[src/rtl/gait_tick_pkg.sv]
// gait_tick_pkg: shared config addresses, limits and default-phase helper
// for the gait tick generator.
package gait_tick_pkg;

    localparam int CFG_ADDR_DIV     = 0;
    localparam int CFG_ADDR_PH_BASE = 1;
    localparam int MIN_DIV          = 2;

    // Evenly spread gait phase for channel i of a period of length div.
    function automatic longint default_phase(
        input int     i,
        input longint div,
        input int     channels
    );
        return (longint'(i) * div) / longint'(channels);
    endfunction

endpackage

[src/rtl/gait_tick_chan.sv]
// gait_tick_chan: one tick channel - phase shadow/active pair and the
// registered compare. Phase registers exist only with GAIT_TICK_PHASE_EN.
module gait_tick_chan #(
    parameter int DIV_W = 24
`ifdef GAIT_TICK_PHASE_EN
    ,
    parameter logic [DIV_W-1:0] RST_PH = '0
`endif
) (
    input  logic             clk,
    input  logic             reset,
    input  logic             en,
    input  logic [DIV_W-1:0] cnt,
`ifdef GAIT_TICK_PHASE_EN
    input  logic             wr,
    input  logic             commit,
    input  logic [DIV_W-1:0] data,
`endif
    output logic             tick
);

`ifdef GAIT_TICK_PHASE_EN
    logic [DIV_W-1:0] ph_act;
    logic [DIV_W-1:0] ph_shd;

    // Commit takes the pre-write shadow; a same-cycle write waits a period.
    always_ff @(posedge clk) begin
        if (reset) begin
            ph_act <= RST_PH;
            ph_shd <= RST_PH;
        end else begin
            if (commit)
                ph_act <= ph_shd;
            if (wr)
                ph_shd <= data;
        end
    end

    always_ff @(posedge clk) begin
        if (reset)
            tick <= 1'b0;
        else
            tick <= en && (cnt == ph_act);
    end
`else
    always_ff @(posedge clk) begin
        if (reset)
            tick <= 1'b0;
        else
            tick <= en && (cnt == '0);
    end
`endif

endmodule

[src/rtl/gait_tick_gen.sv]
// gait_tick_gen: shared period counter driving per-channel phased ticks.
// Per-channel phases are built only when GAIT_TICK_PHASE_EN is defined.
module gait_tick_gen
    import gait_tick_pkg::*;
#(
    parameter  int CHANNELS    = 4,
    parameter  int DIV_W       = 24,
    parameter  int DEFAULT_DIV = 12000000,
    localparam int AW          = $clog2(CHANNELS + 1)
) (
    input  logic                clk,
    input  logic                reset,
    input  logic                en,
    input  logic                cfg_valid,
    output logic                cfg_ready,
    input  logic [AW-1:0]       cfg_addr,
    input  logic [DIV_W-1:0]    cfg_data,
    output logic [CHANNELS-1:0] tick,
    output logic                period_start
);

    localparam logic [DIV_W-1:0] DEF_DIV = DIV_W'(DEFAULT_DIV);
    localparam logic [DIV_W-1:0] MIN_D   = DIV_W'(MIN_DIV);
    localparam logic [DIV_W-1:0] ONE     = DIV_W'(1);

    logic [DIV_W-1:0] cnt;
    logic [DIV_W-1:0] div_act;
    logic [DIV_W-1:0] div_shd;
    logic             div_pend;
    logic             accept;
    logic             div_wr;
    logic             wrap;
    logic             commit;

    assign cfg_ready = !div_pend;
    assign accept    = cfg_valid && cfg_ready;
    assign div_wr    = accept && (cfg_addr == AW'(CFG_ADDR_DIV));
    assign wrap      = en && (cnt == div_act - ONE);
    // Disabled periods are boundaries too, so config lands while idle.
    assign commit    = wrap || !en;

    always_ff @(posedge clk) begin
        if (reset) begin
            cnt          <= '0;
            div_act      <= DEF_DIV;
            div_shd      <= DEF_DIV;
            div_pend     <= 1'b0;
            period_start <= 1'b0;
        end else begin
            cnt          <= commit ? '0 : cnt + ONE;
            period_start <= en && (cnt == '0);
            if (commit)
                div_act <= div_shd;
            if (div_wr)
                div_shd <= (cfg_data < MIN_D) ? MIN_D : cfg_data;
            div_pend <= div_wr || (div_pend && !commit);
        end
    end

`ifdef GAIT_TICK_PHASE_EN
    logic ph_pend;
    logic ph_wr_any;

    assign ph_wr_any = accept
                    && (int'(cfg_addr) >= CFG_ADDR_PH_BASE)
                    && (int'(cfg_addr) < CFG_ADDR_PH_BASE + CHANNELS);

    always_ff @(posedge clk) begin
        if (reset)
            ph_pend <= 1'b0;
        else
            ph_pend <= ph_wr_any || (ph_pend && !commit);
    end
`endif

    for (genvar i = 0; i < CHANNELS; i++) begin : g_ch
`ifdef GAIT_TICK_PHASE_EN
        gait_tick_chan #(
            .DIV_W  (DIV_W),
            .RST_PH (DIV_W'(default_phase(i, longint'(DEFAULT_DIV),
                                          CHANNELS)))
        ) u_chan (
            .clk    (clk),
            .reset  (reset),
            .en     (en),
            .cnt    (cnt),
            .wr     (accept && (cfg_addr == AW'(CFG_ADDR_PH_BASE + i))),
            .commit (commit && ph_pend),
            .data   (cfg_data),
            .tick   (tick[i])
        );
`else
        gait_tick_chan #(
            .DIV_W (DIV_W)
        ) u_chan (
            .clk   (clk),
            .reset (reset),
            .en    (en),
            .cnt   (cnt),
            .tick  (tick[i])
        );
`endif
    end

endmodule

[config.mk]
export PLATFORM = sky130hd
export DESIGN_NAME = gait_tick_gen
export DESIGN_NICKNAME = d
export VERILOG_FILES = /design/src/rtl/gait_tick_pkg.sv /design/src/rtl/gait_tick_chan.sv /design/src/rtl/gait_tick_gen.sv
export SDC_FILE = /design/constraint.sdc
export NUM_CORES = 1
export LEC_CHECK = 0
export ABC_CLOCK_PERIOD_IN_PS = 3350
export CAP_MARGIN = 0
export CORE_UTILIZATION = 52
export DETAILED_ROUTE_END_ITERATION = 7
export PLACE_DENSITY_LB_ADDON = 0.12
export SYNTH_ARGS = -nofsm -noshare
export SYNTH_HDL_FRONTEND = slang
export SYNTH_SLANG_ARGS = --single-unit
export TNS_END_PERCENT = 30
[constraint.sdc]
create_clock -name clk -period 3.35 [get_ports clk]
set_input_delay 0.8375 -clock clk [delete_from_list [all_inputs] [get_ports clk]]
set_output_delay 0.8375 -clock clk [all_outputs]
set_load 0.02 [all_outputs]
==> ci_impl_report.md <==
## Synthesis and layout report

| Metric | Value |
|---|---|
| Status | complete, no violations |
| CP endpoint kind | flop |
| CTS root buf | clkbuf_8 |
| RSZ-0062 raised after global routing | yes |
| Slowest cell on crit path | or4_4 |
| Dominant flop cell | dfxtp_1 |
| Post-route ant nets | 0 |
| Area share, top type | 37.3% |
| FILL cells | 632 |
| Basic Gates by Area | 32.1% |
| Buffer and inverter count on the worst path | 3 |
| CTS H-tree lvls | 3 |
| Clk_lat worst skew | 0.35 ns |
| Final non-filler cell area | approximately 0.0047 mm² |
| Reg2reg end | div_act[1]$_SDFFE_PP0P_ |
| Maximum VDD drop | around 0.25 mV |
| Vias in the first global route | 3059 |
| Main logic family | simple AND/OR/NAND/NOR gates |
| Syn Inst Count | 474 |
| Worst setup SP type | flop |
| Adders+Majority by Area | less than 1% |
| Gate Area | 0.00233 mm² |
| Tool warnings | 28 |
| Synthesized chip area reported by yosys | between 0.003 and 0.004 mm² |
| Fp_density | 54.2% |
| Hold_buf cts | 0 |
| Synth Area per Inst | 8.39 µm² |
| First-iteration detailed-routing DRC count | 177 |
| Die Area | 0.00800 mm² |
| N_diodes | 0 |
| Post_cts resized | 0 |
| FF-to-FF Start | div_act[0]$_SDFFE_PP0P_ |
| Die Span Y | 89.4 µm |
| Synth top area cells | dfxtp_1, mux2i_1, xor2_1 |
| Routed length per instance | ~14 µm |
| Synth unique cells | about 52 |
| TritonCTS buffer count | 9 |
| RePlAce Congestion | 0.839 |
| FF-to-FF path depth | 11 |
| Largest net degree at the start of global routing | 74 |
| Ratio of cells with drive above 1 in the final layout | a little over a tenth |
| Fin. Hold Viols | 0 |
| Drt total wl | 8850 µm |
| Port buffer count | 36 |
| Tcrit/Tclk final | 99.6% |
| Leakage | roughly 1.7 nW |
| CP arrival | about 3.6 ns |
| IO Pins | 37 |
| Worst hold endpoint | div_shd[22]$_SDFFE_PP0P_ |
| Drt pass-1 iters | 6 |
| Hold Path Depth | 2 |
| Vias | 3349 |
| Antenna violations before repair | 0 |
| CP required | 3.58 ns |
| Slew Limit Fails | 0 |
| Worst setup margin | about 0.012 ns |
| Row count | 31 |
| Final setup fails | 0 |
| Area grow syn2layout | 19.3% |
| Max_slew headroom | 27.8% |
| CP top delay family | simple AND/OR/NAND/NOR gates |
| Xor/xnor share | roughly 11% |
| Crit path time final | 3.34 ns |
| Crit path kind | reg -> reg |
| Post-route insts no fill | 611 |
| Post-synth EDFFs | 0 |
| Synth Seq Share | 37.3% |
| Synthesized area | 0.00398 mm² |
| Pwr dens | 374 mW/mm² |
| Yosys Instances | 474 |
| CP max stage delay | roughly 0.5 ns |
| Final HPWL DP | approximately 6100 µm |
| Critical-path cell list | inv_2 > ha_4 > or4b_4 > or4_4 > or4_1 > o21a_1 > or4_4 > o41a_1 > buf_6 > clkbuf_16 > mux2i_1 |
| Post-synth top area cell | dfxtp_1 |
| Crit Path Max Fanout | 6 |
| Worst-margin pin slew | ~1.1 ns |
| Core area | 0.00733 mm² |
| TritonCTS clock tree | built |
| Maximum capacitance violations | 0 |
| R2R Setup Slk | between 0.01 and 0.015 ns |
| Worst hold path class | reg -> reg |
| Pre-CTS WS | 0.0281 ns |
==> final cells by class <==
cell class,instances,area share (%)
Multi-Input combinational cell,359,49.0
Timing Repair Buffer,57,12.2
Sequential cell,74,31.3
Clock inverter,4,1.08
Tap cell,99,2.61
Clock buffer,11,3.19
Inverter,7,0.554
==> state kept, by name, indices dropped and copies added, names as in the netlist <==
| register | flops |
|---|---|
| div_pend | 1 |
| cnt | 24 |
| div_act | 24 |
| div_shd | 24 |
| g_ch.u_chan.tick | 1 |
==> stage by stage <==
stage	hold WS [ns]	util (%)	TNS, ns	total power [mW]
6_report	0.458	64.7	0	1.77
5_1_grt	0.473	64.7	-0.895	1.84
4_1_cts	0.459	63.3	0	1.77
3_5_place_dp	0.448	60.5	0	1.07
3_3_place_gp	0.441	60.5	0	1.06
2_1_floorplan	0.432	-	0	1.01
==> metal layers <==
| metal | wire length (µm) | GRT usage, % | vias to the layer above |
|---|---|---|---|
| li1 | - | - | 1698 |
| met1 | 4110 | 30.2 | 1551 |
| met2 | 4200 | 38.9 | 86 |
| met3 | 394 | 5.72 | 14 |
| met4 | 153 | 7.79 | 0 |
| met5 | 0 | 0 | - |
==> report_power, final <==
| part | total, mW | switching (mW) | internal [mW] |
|---|---|---|---|
| Combinational | 0.154 | 0.0691 | 0.0848 |
| Sequential | 0.904 | 0.0113 | 0.893 |
| Clock | 0.715 | 0.334 | 0.381 |
==> Yosys cell counts (all sizes together) (2+ instances only) <==
cell type and number:
a21oi 15, nor2b 2, inv 7, mux2i 27, nand2 58, and3 4, a31oi 3, o21ai 6
a211oi 2, o21a 2, xor2 29, nand4 7, ha 3, or3 6, buf 12, nor2 37
nand2b 30, or4 10, nor3 35, and4 3, nor4 16, nor4b 2, dfxtp 74, nand3 12
and2 2, xnor2 23, o211ai 2, nand3b 10, clkbuf 22
==> how the worst max path moves through the flow <==
stage | startpoint | end | slack [ns] | cells after the start
global placement | div_act[0]$_SDFFE_PP0P_ | div_act[0]$_SDFFE_PP0P_ | 0.07 | 10
global route | div_act[0]$_SDFFE_PP0P_ | div_act[1]$_SDFFE_PP0P_ | -0.09 | 11
finish | div_act[0]$_SDFFE_PP0P_ | div_act[1]$_SDFFE_PP0P_ | 0.01 | 11
CTS | div_act[0]$_SDFFE_PP0P_ | div_act[21]$_SDFFE_PP1P_ | 0.006 | 10
detailed placement | div_act[0]$_SDFFE_PP0P_ | div_act[21]$_SDFFE_PP1P_ | 0.03 | 10
floorplan | div_act[0]$_SDFFE_PP0P_ | div_act[0]$_SDFFE_PP0P_ | 0.0001 | 11
==> tightest hold or removal path: cells and delay by family, from the launching register on <==
family,cells,cell delay [ns]
flops,1,0.31
simple gates,1,0.05
compound gates,1,0.05
==> cells in the final DEF, fill, tap and decap left out, types with 6 or more instances in the layout <==
cell type        instances
dfxtp_1                 72
nand2_1                 58
nor2_1                  37
nor3_1                  35
clkdlybuf4s50_1         35
nand2b_1                30
xor2_1                  29
mux2i_1                 27
xnor2_1                 23
a21oi_1                 15
buf_4                   15
nor4_1                  13
nand3_1                 12
clkbuf_8                11
nand3b_1                10
nand4_1                  7
o21ai_0                  6
or4_1                    6
==> images/power_grid.png <==
The bar under the picture is 20 µm long. Pins as bars on the die edge.
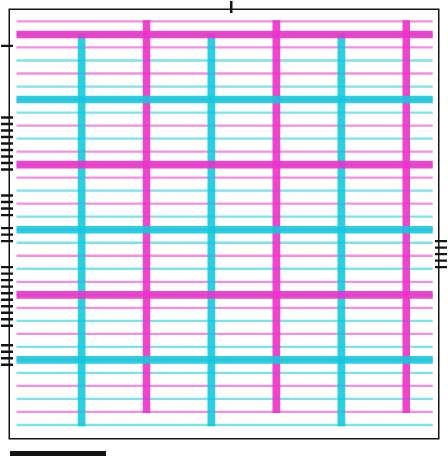
| colour | net |
|---|---|
| magenta | VDD |
| cyan | VSS |
met4 straps: 6
met1 rails: 32

==> images/placement_by_type.png <==
The bar under the picture is 20 µm long.
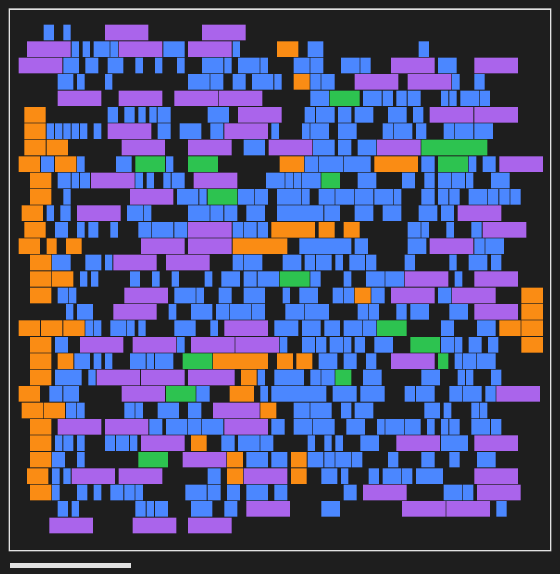
| colour | class | cells | share of their area |
|---|---|---|---|
| blue | combinational and other logic | 366 | 51% |
| purple | flops | 74 | 32% |
| orange | other buffers and delay cells | 57 | 13% |
| green | clock drivers and dummy loads | 15 | 4.4% |

No activity file was given, so power comes from the tool's default toggle rates.
